==> run_1/m3.png <==
The bar under the picture is 20 µm long.
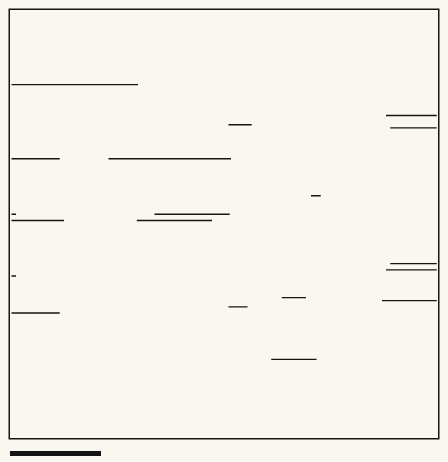
==> run_1/placed.png <==
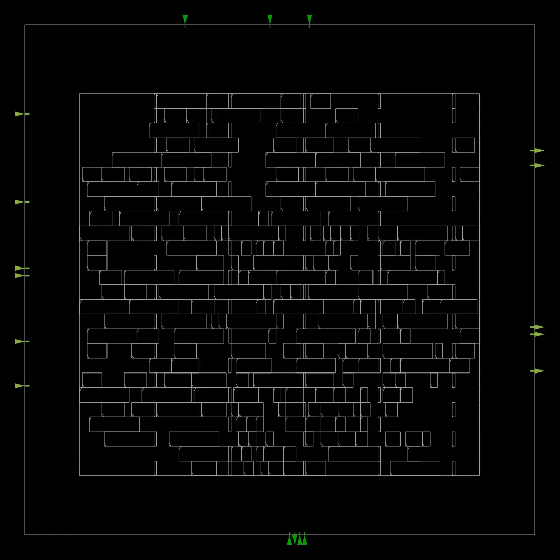
==> run_1/layers.png <==
The bar under the picture is 20 µm long.
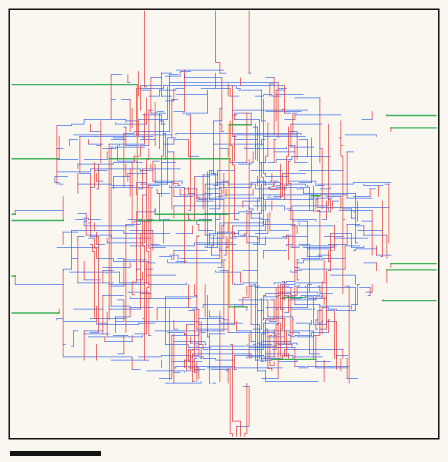
==> run_1/pinout.png <==
The bar under the picture is 20 µm long. Pins as bars across the die edge, other pins in grey.
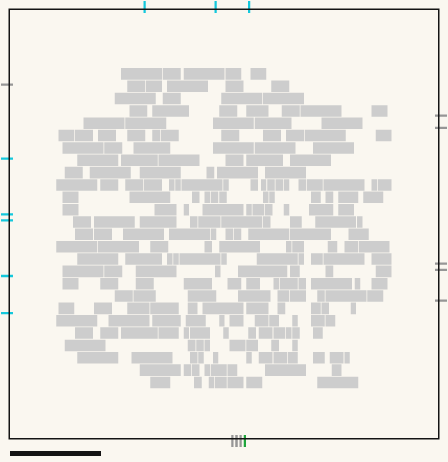
===== src/rtl/bit_serializer_pkg.sv =====
// Shared types and default parameters for the parallel-to-serial front end.
package bit_serializer_pkg;

  typedef enum logic [1:0] {
    IDLE  = 2'd0,
    SHIFT = 2'd1,
    GAP   = 2'd2
  } ser_state_t;

  localparam int unsigned DEF_WIDTH = 8;
  localparam int unsigned DEF_DEPTH = 4;
  localparam int unsigned DEF_GAP   = 1;

endpackage


===== src/rtl/sync_fifo.sv =====
// Single-clock circular-buffer FIFO; flush empties it and wins over push/pop.
module sync_fifo #(
  parameter int unsigned WIDTH = 8,
  parameter int unsigned DEPTH = 4,
  localparam int unsigned AW = (DEPTH > 1) ? $clog2(DEPTH) : 1,
  localparam int unsigned CW = $clog2(DEPTH) + 1
) (
  input  logic             clk,
  input  logic             reset,
  input  logic             push,
  input  logic             pop,
  input  logic             flush,
  input  logic [WIDTH-1:0] wr_data,
  output logic [WIDTH-1:0] rd_data_c,
  output logic             full_c,
  output logic             empty_c,
  output logic [CW-1:0]    count
);

  logic [WIDTH-1:0] mem_q [DEPTH];
  logic [WIDTH-1:0] mem_d [DEPTH];
  logic [AW-1:0]    wr_ptr_q, wr_ptr_d;
  logic [AW-1:0]    rd_ptr_q, rd_ptr_d;
  logic [CW-1:0]    count_q, count_d;
  logic             push_ok, pop_ok;

  assign full_c    = (count_q == CW'(DEPTH));
  assign empty_c   = (count_q == '0);
  assign rd_data_c = mem_q[rd_ptr_q];
  assign count     = count_q;

  // Push is refused when full even if a pop frees a slot in the same cycle.
  always_comb begin
    push_ok  = push & ~full_c & ~flush;
    pop_ok   = pop & ~empty_c & ~flush;
    mem_d    = mem_q;
    wr_ptr_d = wr_ptr_q;
    rd_ptr_d = rd_ptr_q;
    count_d  = count_q;
    if (push_ok) begin
      mem_d[wr_ptr_q] = wr_data;
      wr_ptr_d        = wr_ptr_q + AW'(1);
    end
    if (pop_ok) begin
      rd_ptr_d = rd_ptr_q + AW'(1);
    end
    unique case ({push_ok, pop_ok})
      2'b10:   count_d = count_q + CW'(1);
      2'b01:   count_d = count_q - CW'(1);
      default: count_d = count_q;
    endcase
    if (flush) begin
      wr_ptr_d = '0;
      rd_ptr_d = '0;
      count_d  = '0;
    end
  end

  always_ff @(posedge clk or posedge reset) begin
    if (reset) begin
      mem_q    <= '{default: '0};
      wr_ptr_q <= '0;
      rd_ptr_q <= '0;
      count_q  <= '0;
    end else begin
      mem_q    <= mem_d;
      wr_ptr_q <= wr_ptr_d;
      rd_ptr_q <= rd_ptr_d;
      count_q  <= count_d;
    end
  end

endmodule


===== src/rtl/bit_serializer.sv =====
// Parallel-to-serial front end: buffers words in a FIFO and shifts each out
// one bit per clock, with an optional idle gap between words.
module bit_serializer
  import bit_serializer_pkg::*;
#(
  parameter int unsigned WIDTH      = DEF_WIDTH,
  parameter int unsigned FIFO_DEPTH = DEF_DEPTH,
  parameter int unsigned GAP_CYCLES = DEF_GAP,
  parameter bit          LSB_FIRST  = 1'b1
) (
  input  logic             clk,
  input  logic             reset,
  input  logic [WIDTH-1:0] in_word,
  input  logic             in_valid,
  output logic             in_ready,
  input  logic             flush,
  output logic             ser_data,
  output logic             ser_valid,
  output logic             ser_first,
  output logic             ser_last,
  output logic             busy
);

  localparam int unsigned CW  = $clog2(FIFO_DEPTH) + 1;
  localparam int unsigned BCW = (WIDTH > 1) ? $clog2(WIDTH) : 1;
  localparam int unsigned GCW = (GAP_CYCLES > 1) ? $clog2(GAP_CYCLES) : 1;

  ser_state_t       state_q, state_d;
  logic [WIDTH-1:0] shreg_q, shreg_d;
  logic [BCW-1:0]   bit_cnt_q, bit_cnt_d;
  logic [GCW-1:0]   gap_cnt_q, gap_cnt_d;
  logic             ser_data_q, ser_data_d;
  logic             ser_valid_q, ser_valid_d;
  logic             ser_first_q, ser_first_d;
  logic             ser_last_q, ser_last_d;

  logic             pop_c;
  logic             fifo_full, fifo_empty;
  logic [WIDTH-1:0] fifo_rd_data;
  logic [CW-1:0]    fifo_count;

  sync_fifo #(
    .WIDTH (WIDTH),
    .DEPTH (FIFO_DEPTH)
  ) u_fifo (
    .clk       (clk),
    .reset     (reset),
    .push      (in_valid & in_ready),
    .pop       (pop_c),
    .flush     (flush),
    .wr_data   (in_word),
    .rd_data_c (fifo_rd_data),
    .full_c    (fifo_full),
    .empty_c   (fifo_empty),
    .count     (fifo_count)
  );

  // Held low during reset so the source never sees a ready it cannot use.
  assign in_ready = ~reset & ~fifo_full;
  assign busy     = (fifo_count != '0) || (state_q != IDLE);

  assign ser_data  = ser_data_q;
  assign ser_valid = ser_valid_q;
  assign ser_first = ser_first_q;
  assign ser_last  = ser_last_q;

  always_comb begin
    state_d     = state_q;
    shreg_d     = shreg_q;
    bit_cnt_d   = bit_cnt_q;
    gap_cnt_d   = gap_cnt_q;
    ser_data_d  = 1'b0;
    ser_valid_d = 1'b0;
    ser_first_d = 1'b0;
    ser_last_d  = 1'b0;
    pop_c       = 1'b0;

    unique case (state_q)
      IDLE: begin
        pop_c = ~fifo_empty;
      end
      SHIFT: begin
        if (bit_cnt_q != BCW'(WIDTH - 1)) begin
          ser_data_d  = LSB_FIRST ? shreg_q[0] : shreg_q[WIDTH-1];
          shreg_d     = LSB_FIRST ? (shreg_q >> 1) : (shreg_q << 1);
          bit_cnt_d   = bit_cnt_q + BCW'(1);
          ser_valid_d = 1'b1;
          ser_last_d  = (bit_cnt_d == BCW'(WIDTH - 1));
        end else if (GAP_CYCLES != 0) begin
          state_d   = GAP;
          gap_cnt_d = '0;
        end else if (!fifo_empty) begin
          pop_c = 1'b1;
        end else begin
          state_d = IDLE;
        end
      end
      GAP: begin
        if (gap_cnt_q == GCW'(GAP_CYCLES - 1)) begin
          if (!fifo_empty) begin
            pop_c = 1'b1;
          end else begin
            state_d = IDLE;
          end
        end else begin
          gap_cnt_d = gap_cnt_q + GCW'(1);
        end
      end
      default: begin
        state_d = IDLE;
      end
    endcase

    // A pop loads the head word and presents its first bit right after the edge.
    if (pop_c) begin
      state_d     = SHIFT;
      bit_cnt_d   = '0;
      ser_data_d  = LSB_FIRST ? fifo_rd_data[0] : fifo_rd_data[WIDTH-1];
      shreg_d     = LSB_FIRST ? (fifo_rd_data >> 1) : (fifo_rd_data << 1);
      ser_valid_d = 1'b1;
      ser_first_d = 1'b1;
      ser_last_d  = (WIDTH == 1);
    end

    if (flush) begin
      pop_c       = 1'b0;
      state_d     = IDLE;
      bit_cnt_d   = '0;
      gap_cnt_d   = '0;
      ser_data_d  = 1'b0;
      ser_valid_d = 1'b0;
      ser_first_d = 1'b0;
      ser_last_d  = 1'b0;
    end
  end

  always_ff @(posedge clk or posedge reset) begin
    if (reset) begin
      state_q     <= IDLE;
      shreg_q     <= '0;
      bit_cnt_q   <= '0;
      gap_cnt_q   <= '0;
      ser_data_q  <= 1'b0;
      ser_valid_q <= 1'b0;
      ser_first_q <= 1'b0;
      ser_last_q  <= 1'b0;
    end else begin
      state_q     <= state_d;
      shreg_q     <= shreg_d;
      bit_cnt_q   <= bit_cnt_d;
      gap_cnt_q   <= gap_cnt_d;
      ser_data_q  <= ser_data_d;
      ser_valid_q <= ser_valid_d;
      ser_first_q <= ser_first_d;
      ser_last_q  <= ser_last_d;
    end
  end

endmodule


===== config.mk =====
export PLATFORM = sky130hd
export DESIGN_NAME = bit_serializer
export DESIGN_NICKNAME = d
export VERILOG_FILES = /design/src/rtl/bit_serializer_pkg.sv /design/src/rtl/sync_fifo.sv /design/src/rtl/bit_serializer.sv
export SDC_FILE = /design/constraint.sdc
export NUM_CORES = 1
export LEC_CHECK = 0
export CAP_MARGIN = 40
export CORE_MARGIN = 10
export CORE_UTILIZATION = 50
export DETAILED_ROUTE_END_ITERATION = 8
export PLACE_DENSITY_LB_ADDON = 0.15
export SLEW_MARGIN = 0
export SYNTH_ARGS = -nofsm -noshare
export SYNTH_HDL_FRONTEND = slang
export SYNTH_HIERARCHICAL = 1
export SYNTH_SLANG_ARGS = --single-unit

===== constraint.sdc =====
create_clock -name clk -period 6.7 [get_ports clk]
set_input_delay 0.67 -clock clk [delete_from_list [all_inputs] [get_ports clk]]
set_output_delay 0.67 -clock clk [all_outputs]
set_load 0.05 [all_outputs]

==> run summary, run 1 <==
Implementation progress

The run finished with clean final reports. Per the detail_route report, the via count comes to 1,709. The post-synthesis instance area stands at 2760 µm². CTS added clock buffers totalling 5.

Looking at the global route congestion table, the highest-usage layer is met2. The layout report gives the register share of total cell area as 44.8%. The commonest cells after synthesis are dfrtp_1, mux2_2, nand3_1. The total number of cells along the worst setup path stands at 8. Per the layout area report, the combinational gate area comes to 1270 µm². TritonCTS built the clock tree. The area of the die stands at 8900 µm².

During synthesis, Yosys emitted a total of 6 warnings. For the combinational group, total power comes out at 0.126 mW. The layout multi-input combinational cell count stands at 144. The design draws 0.770 mW.

The ratio of total power to cell area stands at 251 nW/µm². Power attributed to sequential cells is 0.414 mW. The switching power of the nets stands at 0.196 mW.

Yosys reports the multiplexer fraction of the synthesized area as 20.3%. The post-route antenna net violation count stands at 0. The global routing report lists met2 layer usage as 20.5%.

In the hold report, the worst path ends at shreg_q[3]$_DFFE_PP0P_. The count of instances resized after the clock tree is built stands at 0. By instance count, the leading cell after synthesis is dfrtp_1. The worst register-to-register path ends at u_fifo/count[1]$_DFFE_PP0P_. The end-of-flow timing check tallies setup violations at 0. The required time at the worst endpoint is listed as 6.85 ns. The average routed wire per standard cell stands at 16.7 µm. The reported max-cap violation count stands at 0. The maximum clock insertion buffer count stands at 2. The total number of nets in the final design stands at 255.

In this build the clock could be raised as far as 291 MHz. STA lists the startpoint of the worst hold path as shreg_q[4]$_DFFE_PP0P_. The fraction of registers with async set/reset stands at 100%. Synthesis produced a netlist whose cell count is 223. The number of optimization iterations in the first detailed-route pass stands at 4. The repair_antennas step left the layout with diodes totalling 0. A synthesized cell averages 12.4 µm². After detailed routing, the met2 layer carries 2420 µm of wire. The total of clock buffers placed in the layout stands at 6. In the final layout, flip-flops and latches occupy 1380 µm². The number of failing hold endpoints at the final stage stands at 0. The share of total power consumed by net switching stands at 25.4%. The max-slew violation total from the final report stands at 0. The starting density of the core stands at 52.7%. The cell depth of the worst hold path stands at 2. The total leakage power stands at 1.36 nW. The non-clock buffer contribution to total cell area stands at 5.79%. Of the total synthesized cell area, the portion taken by AND-OR and OR-AND cells is 5.85%. Looking at area per cell type in the netlist, the leader is dfrtp_1. Of the total power, registers draw 53.7%. The reg2reg setup slack stands at 3.27 ns. Across the routed clock network, the largest skew measured is 0.00809 ns. The part of the power in the clock network stands at 29.9%. The area of all placed cells without fillers stands at 3070 µm². The worst setup path is of the in2reg kind.

In the final layout, multi-input gates take up 41.5% of the cell area. The well tap count stands at 70. The met3 wire length stands at 199 µm.

In the final timing run, aggregate negative setup slack is 0 ns. In this run the critical path is formed by clkdlybuf4s50_1, nor2_1, o31ai_1, nor3_1, fa_1, nor2b_1, o2111ai_1, o311ai_0. Per STA, the endpoint of the critical path is u_fifo/count[1]$_DFFE_PP0P_. The worst hold path belongs to the class reg2reg.
Back to the opening pictures, m3.png:
main direction: horizontal
share of all routed wire: 3.9%
wire length on this layer: 199 µm

Back to the opening pictures, placed.png:
Core Util, Final: 58.6%
filler-free cell count of the finished design: 305
count of sequential standard cells: 55

Back to the opening pictures, layers.png:
legend:
  red:
    layer: M2
    wire_length: 2,420 µm
  blue:
    layer: M1
    wire_length: 2,390 µm
  orange:
    layer: M4
    wire_length: 70.0 µm
  green:
    layer: M3
    wire_length: 199 µm

Back to the opening pictures, pinout.png:
legend:
  green:
    port: flush
    pins: 1
    direction: input
    edge: bottom
  cyan:
    port: in_word
    pins: 8
    direction: input
    edge: 5 left, 3 top

==> run 1: sequential cells by signal, indices dropped and copies added (netlist names), 2 cells and up <==
signal           flops
bit_cnt_q            3
shreg_q              7
state_q              2
u_fifo/count         3
u_fifo/mem_q        32
u_fifo/rd_ptr_q      2
u_fifo/wr_ptr_q      2
==> run 1: cell usage in the layout (no fill, tap or decap), types with 6 or more instances in the layout <==
cell             instances
nor2_1                  10
mux4_2                   8
ha_1                     8
clkbuf_8                 6
nand2_1                 16
nand3_1                 17
inv_1                   10
clkdlybuf4s50_1         17
dfrtp_1                 55
mux2_2                  31
a21oi_1                  6
==> run 1 -> run 2 <==
clock period = 3.05 ns   (was 6.7 ns; I/O delays follow)
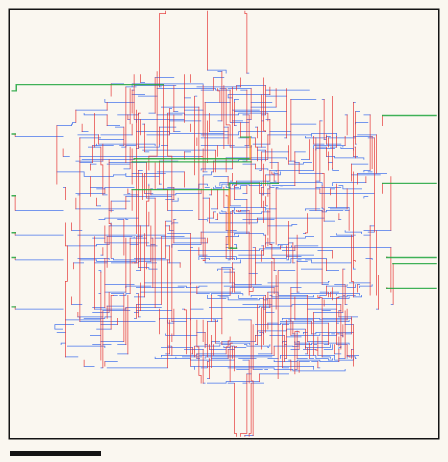
(run_2/layers.png)
The bar under the picture is 20 µm long.
legend:
  green:
    layer: M3
    wire_length: 182 µm
  orange:
    layer: M4
    wire_length: 17.7 µm
  blue:
    layer: M1
    wire_length: 2,470 µm
  red:
    layer: M2
    wire_length: 2,370 µm

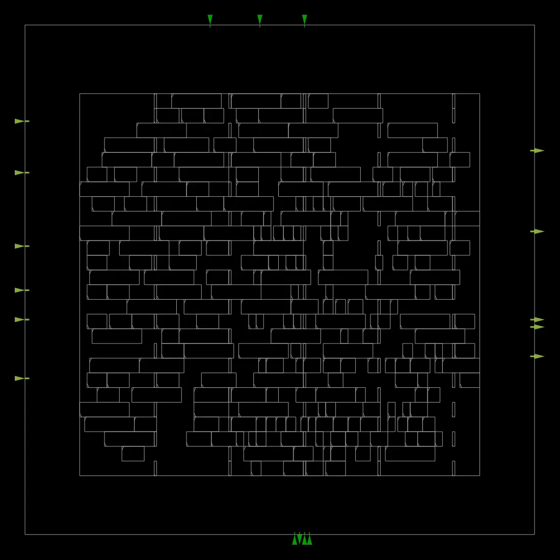
(run_2/placed.png)
number of tap cells added at floorplan: 70
Layout fillers: 438
area of the placeable core: 5240 µm²
Seq area share: 44.7%
filler-free cell count of the finished design: 309

==> run 2 against run 1 <==
Register-to-register slack lost 2.9 ns. Critical path depth increased by 3. Clock power up 73%. Via count down 0.94%. Clock skew up 0.0032 ns. Area after synthesis unchanged.
==> run summary, run 2 <==
Implementation progress

The flow ran to the end, and the final reports show no timing, DRC or antenna violations. The number of optimization iterations in the first detailed-route pass stands at 4 (unchanged). The share of post-route cells with drive strength above 1 stands at 26.8%. The total design power stands at 1.59 mW (+110%).

The share of total power dissipated in combinational logic is 17.7%. The routed wire length on met2 came to 2370 µm (-2.2%). The die outline height stands at 94.3 µm. The count of tool warnings stands at 31. The accumulated negative setup slack stands at 0 ns (unchanged).

The registers reported with the highest flop counts are u_fifo/mem_q (32), shreg_q (7). The average routed wire per standard cell stands at 16.3 µm (-2.1%). The number of failing hold endpoints at the final stage stands at 0 (unchanged).

The mean instance size in the synthesized netlist stands at 12.4 µm² (unchanged). The total via count after detailed routing stands at 1,693 (-0.94%). The count of instances resized after the clock tree is built stands at 0 (unchanged). Max fanout on the critical path was recorded as 14. The worst endpoint required time came to 3.25 ns (-3.60 ns). The area of all placed cells without fillers stands at 3080 µm² (+0.33%). Of the total synthesized cell area, the portion taken by XOR and XNOR cells is 0.952%. By instance count, the leading cell after synthesis is dfrtp_1. TritonCTS built the clock tree. The commonest cells after synthesis are dfrtp_1, mux2_2, nand3_1. The remaining design rule violation count stands at 0.

The total leakage power is 1.37 nW (+0.77%). Counting only logic cells after layout, the most numerous master is dfrtp_1. For the pin with the worst max-slew slack, the measured transition is 0.765 ns.

The share of synthesized area spent on multiplexers was 20.3% (unchanged). The number of hold buffers added after CTS was 0. The maximum clock insertion buffer count stands at 2 (unchanged). Wires add up to 5040 µm. The area of the die stands at 8900 µm² (unchanged). The share of total power consumed by net switching is 26.9% (+1.5 points). The most used flip-flop cell after synthesis is dfrtp_1. The reported max-cap violation count stands at 0 (unchanged).

The maximum level of the CTS H-tree stands at 2. In this design, the largest share of critical-path delay is due to simple AND/OR/NAND/NOR gates. The critical path is of the reg2reg type. The number of enable flip-flop cells stands at 0. The achievable clock frequency stands at 370 MHz. The utilization after layout stands at 58.8% (+0.19 points). The and-or/or-and share of the synthesized area stands at 5.85% (unchanged). The starting density of the core came to 52.7% (unchanged). The TritonCTS buffer count stands at 5 (unchanged).

The post-synthesis simple-gate area fraction stands at 14.6%. The antenna diode count stands at 0 (unchanged). The setup skew after layout came to 0.0113 ns (+0.00321 ns). The top cell types in the final layout, fill and taps aside, are dfrtp_1, mux2_2, nand3_1, clkdlybuf4s50_1, nand2_1. The critical path goes through or3b_1, inv_1, nor2_4, and2_4, inv_1, nor2_1, nor3_1, fa_1, nor2b_1, or4_1, o311ai_0. The total number of cells along the worst setup path was 11 (+3). The part of the power in the clock network came to 25.0% (-4.9 points). The total number of yosys warnings stands at 6 (unchanged). The total number of nets in the final design stands at 259 (+1.6%). The reg2reg setup slack stands at 0.35 ns (-2.92 ns). For reference, the critical path is captured by u_fifo/count[1]$_DFFE_PP0P_. The largest register by flop count is u_fifo/mem_q. Per the timing report, the most critical flop-to-flop path finishes at u_fifo/count[1]$_DFFE_PP0P_. After detailed routing, no signal wire sits above met4. The report puts the cell count of the worst reg-to-reg path at 11.

The met3 wire length is 182 µm (-8.5%). The max-slew violation total from the final report is 0 (unchanged). The switching power of the nets was 0.426 mW (+120%). At floorplan, the net count of the design was reported as 244. The post-synthesis instance area was 2760 µm² (unchanged). The number of flip-flops under the largest register name came to 32 (unchanged).

Setup repair after global routing left no endpoint under its margin. The number of buffers and inverters on the critical path stands at 2. The synthesized instance count came to 223 (unchanged). The cell type that accounts for the most area after synthesis is dfrtp_1.

The fraction of registers with async set/reset was 100% (unchanged). The post-route antenna net violation count stands at 0 (unchanged). The initial antenna violation count stands at 0. The number of endpoints failing setup at the final stage is 0 (unchanged). The ratio of total power to cell area stands at 515 nW/µm² (+110%). The sequential group share of total power came to 57.2% (+3.5 points). The violation count after the first detailed-routing iteration stands at 120. The min-delay analysis places its worst path in the category in2async. The worst register-to-register path begins at u_fifo/count[1]$_DFFE_PP0P_.
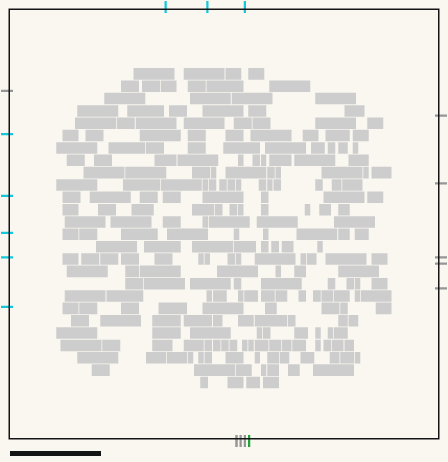
(run_2/pinout.png)
The bar under the picture is 20 µm long. Pins as bars across the die edge, other pins in grey.
legend:
  cyan:
    port: in_word
    pins: 8
    direction: input
    edge: 5 left, 3 top
  green:
    port: flush
    pins: 1
    direction: input
    edge: bottom

## run 2: area by class of cell
class                   instances  area, µm²  area share [%]
inverters                      10       37.5            1.22
clock buffers                   5       68.8            2.23
multi-input cells             144       1280            41.7
clock inverters                 3       18.8           0.609
well taps                      70       87.6            2.84
repair buffers                 22        208            6.74
flip-flops and latches         55       1380            44.7
## run 2: layer usage
layer | GRT usage [%] | up-vias
met3 | 2.72 | 4
met4 | 3.16 | 0
met5 | 0 | -
li1 | - | 819
met2 | 19.0 | 20
met1 | 17.0 | 850
## run 2: power by group through the flow
stage | registers, mW | logic (mW) | clock network (mW)
finish | 0.909 | 0.282 | 0.397
global route | 0.925 | 0.318 | 0.446
CTS | 0.908 | 0.287 | 0.414
detailed placement | 0.922 | 0.287 | 0
global placement | 0.917 | 0.280 | 0
floorplan | 0.909 | 0.217 | 0
==> run 2 -> run 3 <==
clock period = 2.71 ns   (was 3.05 ns; I/O delays follow)
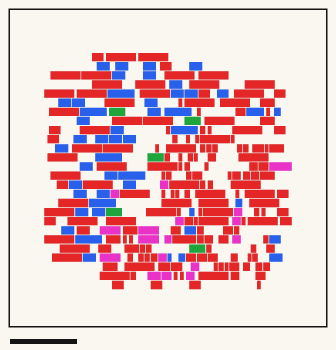
(run_3/sizing.png)
The bar under the picture is 20 µm long.
legend:
  magenta:
    size: x3 and x4
    cells: 17
  green:
    size: x6 and larger
    cells: 5
  red:
    size: x1 and smaller
    cells: 172
  blue:
    size: x2
    cells: 48

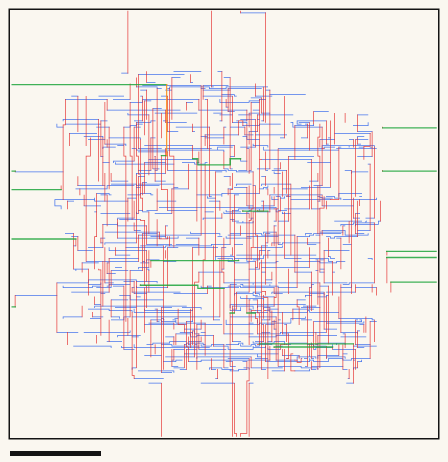
(run_3/layers.png)
The bar under the picture is 20 µm long.
legend:
  green:
    layer: M3
    wire_length: 210 µm
  blue:
    layer: M1
    wire_length: 2,430 µm
  red:
    layer: M2
    wire_length: 2,490 µm
  orange:
    layer: M4
    wire_length: 15.6 µm

==> run 3 against run 2 <==
Design area grew 0.97%. Area after synthesis unchanged. Synthesized cell count unchanged. Critical path depth decreased by 2. Register-to-register slack lost 0.13 ns. Critical endpoint unchanged. Combinational power increased by 15%. Non-clock buffer count up 3. Maximum frequency rose by 8.5%. Via count increased by 0.41%.
==> run summary, run 3 <==
Implementation progress

The maximum level of the CTS H-tree is 2 (unchanged). The largest total area in the synthesized netlist belongs to dfrtp_1. The worst endpoint required time stands at 2.91 ns (-0.34 ns). The register with the most flip-flops in the final layout is u_fifo/mem_q. The number of buffers inserted by hold repair at cts came to 0 (unchanged). In the synthesized netlist the dominant register cell turns out to be dfrtp_1. Clock tree synthesis selected as its root buffer the cell clkbuf_8. The run finished with clean final reports. In this run the most used layer during global routing was met2. The number of endpoints failing setup at the final stage stands at 0 (unchanged). The antenna diode count stands at 0 (unchanged).

The switching power of the nets stands at 0.474 mW (+11%). The number of buffers and inverters on the critical path stands at 0 (-2). Per the timing report, the most critical flop-to-flop path originates at u_fifo/count[0]$_DFFE_PP0P_. The max-slew violation total from the final report stands at 0 (unchanged). The power in combinational cells was 0.323 mW (+15%). The routing usage on met3 came to 3.04% (+0.32 points).

The total leakage power stands at 1.38 nW (+0.74%). The power share of the combinational group stands at 18.1% (+0.4 points). The post-synthesis instance area stands at 2760 µm² (unchanged).

The met2 track utilization from global routing was 18.5% (-0.46 points). The violation count after the first detailed-routing iteration stands at 51 (-57%). The part of the power in the clock network stands at 24.5% (-0.5 points).

The share of post-route cells with drive strength above 1 stands at 28.9% (+2.1 points). The number of enable flip-flop cells came to 0 (unchanged). The most common logic cells in the final layout are dfrtp_1, mux2_2, nand3_1, clkdlybuf4s50_1, nand2_1. The sequential group share of total power was 57.4% (+0.2 points). The area of all placed cells without fillers stands at 3110 µm² (+0.97%). The tightest min-delay check is of the in2async type. The post-route antenna net violation count stands at 0 (unchanged). The reported max-cap violation count is 0 (unchanged). The gate-level netlist out of Yosys references 45 unique cell types. After global routing the overflow that remains totals 0.

The slew at the pin with the worst max-slew slack stands at 0.842 ns (+0.0767 ns). The area of the die stands at 8900 µm² (unchanged). The slowest stage of the critical path is the fa_1 cell. The well tap count was 70 (unchanged). The number of optimization iterations in the first detailed-route pass stands at 4 (unchanged). The sequential power stands at 1.02 mW (+10%). The average routed wire per standard cell stands at 16.5 µm (+1.1%).

The number of non-clock buffers in the layout stands at 25 (+14%). The non-clock buffer contribution to total cell area stands at 7.40% (+0.66 points). The clock-net power came to 0.436 mW (+9.8%). The setup skew after layout stands at 0.00586 ns (-0.00544 ns). The largest cell class by area is registers. The total number of nets in the final design stands at 262 (+1.2%). The share of total power consumed by net switching came to 26.6% (-0.25 points). The reg2reg setup slack stands at 0.22 ns (-0.13 ns). The number of logic inverters in the finished layout stands at 10 (unchanged). The cell sequence reported for the critical path is nor3_1, or2_2, nor2_1, o31ai_1, nor3_2, fa_1, nor2b_1, or4_1, o311ai_1. The total routing resource utilization after global routing stands at 12.3%. The pre-CTS setup slack stands at 0.229 ns.

TritonCTS built the clock tree. Sorting the synthesized cells by how often they occur yields dfrtp_1, mux2_2, nand3_1. By instance count, the leading cell after synthesis is dfrtp_1.

The synthesized instance count is 223 (unchanged). The maximum clock insertion buffer count stands at 2 (unchanged). The starting density of the core came to 52.7% (unchanged). The overall routed net length stands at 5150 µm (+2.1%). The routed wire length on met2 is 2490 µm (+5.0%). The largest part of the power goes to registers. The fraction of registers with async set/reset was 100% (unchanged).

The total number of yosys warnings stands at 6 (unchanged). The logic area came to 1290 µm² (+0.59%). The largest registers in the layout are u_fifo/mem_q (32), shreg_q (7). For reference, the most critical setup path is categorized as reg2reg. Among cell families on the critical path, the largest total delay comes from simple AND/OR/NAND/NOR gates.

The worst setup path is launched from a register. After synthesis the netlist holds a flip-flop and latch count of 55. STA lists the endpoint of the worst register-to-register path as u_fifo/count[1]$_DFFE_PP0P_. The main area contributors are dfrtp_1, mux2_2, mux4_2. The accumulated negative setup slack came to 0 ns (unchanged). The die outline height stands at 94.3 µm (unchanged).

The met1 routing resource usage after global routing was 16.9% (-0.040 points). The largest fanout on the critical path came to 10 (-4). The most common logic cell in the final layout is dfrtp_1. The net count after synthesis stands at 244 (unchanged). The number of failing hold endpoints at the final stage stands at 0 (unchanged).

The layout multi-input combinational cell count stands at 144 (unchanged). The count of instances resized after the clock tree is built stands at 0 (unchanged). The count of tool warnings is 32 (+3.2%). The met3 wire length is 210 µm (+15%). The total via count after detailed routing came to 1,700 (+0.41%).

The initial antenna violation count stands at 0 (unchanged). Setup repair after global routing left no endpoint under its margin. The flop count stands at 55 (unchanged). The ratio of total power to cell area stands at 573 nW/µm² (+11%). The mean instance size in the synthesized netlist stands at 12.4 µm² (unchanged). The count of cells along the worst register-to-register path stands at 9 (-2). The total number of cells along the worst setup path came to 9 (-2). The area of the core came to 5240 µm² (unchanged). The proportion of cell area occupied by multi-input gates was 41.5% (-0.16 points). The total of clock buffers placed in the layout stands at 6 (+1). The sequential cell area in the final layout stands at 1380 µm² (unchanged).

The proportion of cell area spent on the clock network came to 2.74% (-0.11 points). The number of flip-flops under the largest register name is 32 (unchanged). The remaining design rule violation count stands at 0 (unchanged).

Signal nets in the final route climb as high as met4. The achievable clock frequency was 401 MHz (+8.5%). The TritonCTS buffer count stands at 5 (unchanged). In this run the worst setup path terminates at u_fifo/count[1]$_DFFE_PP0P_.
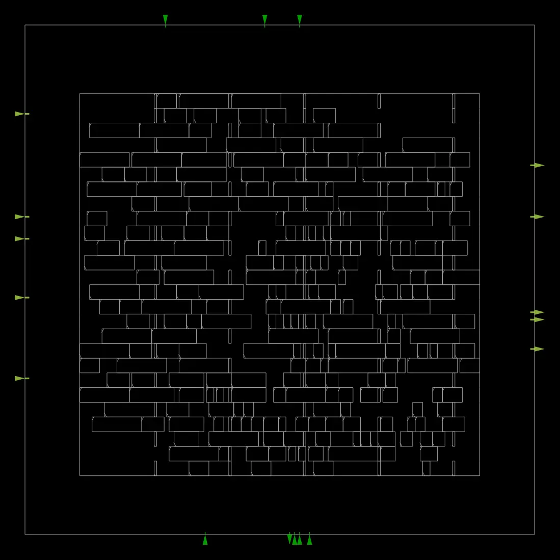
(run_3/placed.png)
filler-free cell count of the finished design: 312
Core Util, Final: 59.4%
Std-Cell Rows: 26
Seq area share: 44.2%
Layout fillers: 440

[run 3: cells by family (layout without fill, tap and decap cells)]
kind of cell	Yosys count	count (layout)	share of synthesized area (%)
mux	42	42	20.3
xor+xnor	3	3	0.952
simple gates	68	68	14.6
flops	55	55	49.8
fa+ha+maj	9	9	4.35
compound gates	22	22	5.85
buf+inv	24	43	4.03
[run 3: metrics by stage]
stage / power [mW] / hold WS, ns
floorplan: 1.27 / 0.185
global placement: 1.35 / 0.462
detailed placement: 1.37 / 0.467
CTS: 1.81 / 0.457
global route: 1.89 / 0.493
finish: 1.78 / 0.447
[run 3: worst reg2reg max path, delay by kind of cell (launching register included)]
kind                       cells  cell delay, ns
and+or+nand+nor                6            1.19
adders and majority gates      1            0.56
DFF                            1            0.41
AOI/OAI and AO/OA              2            0.24
Power and IR drop assume default switching activity.
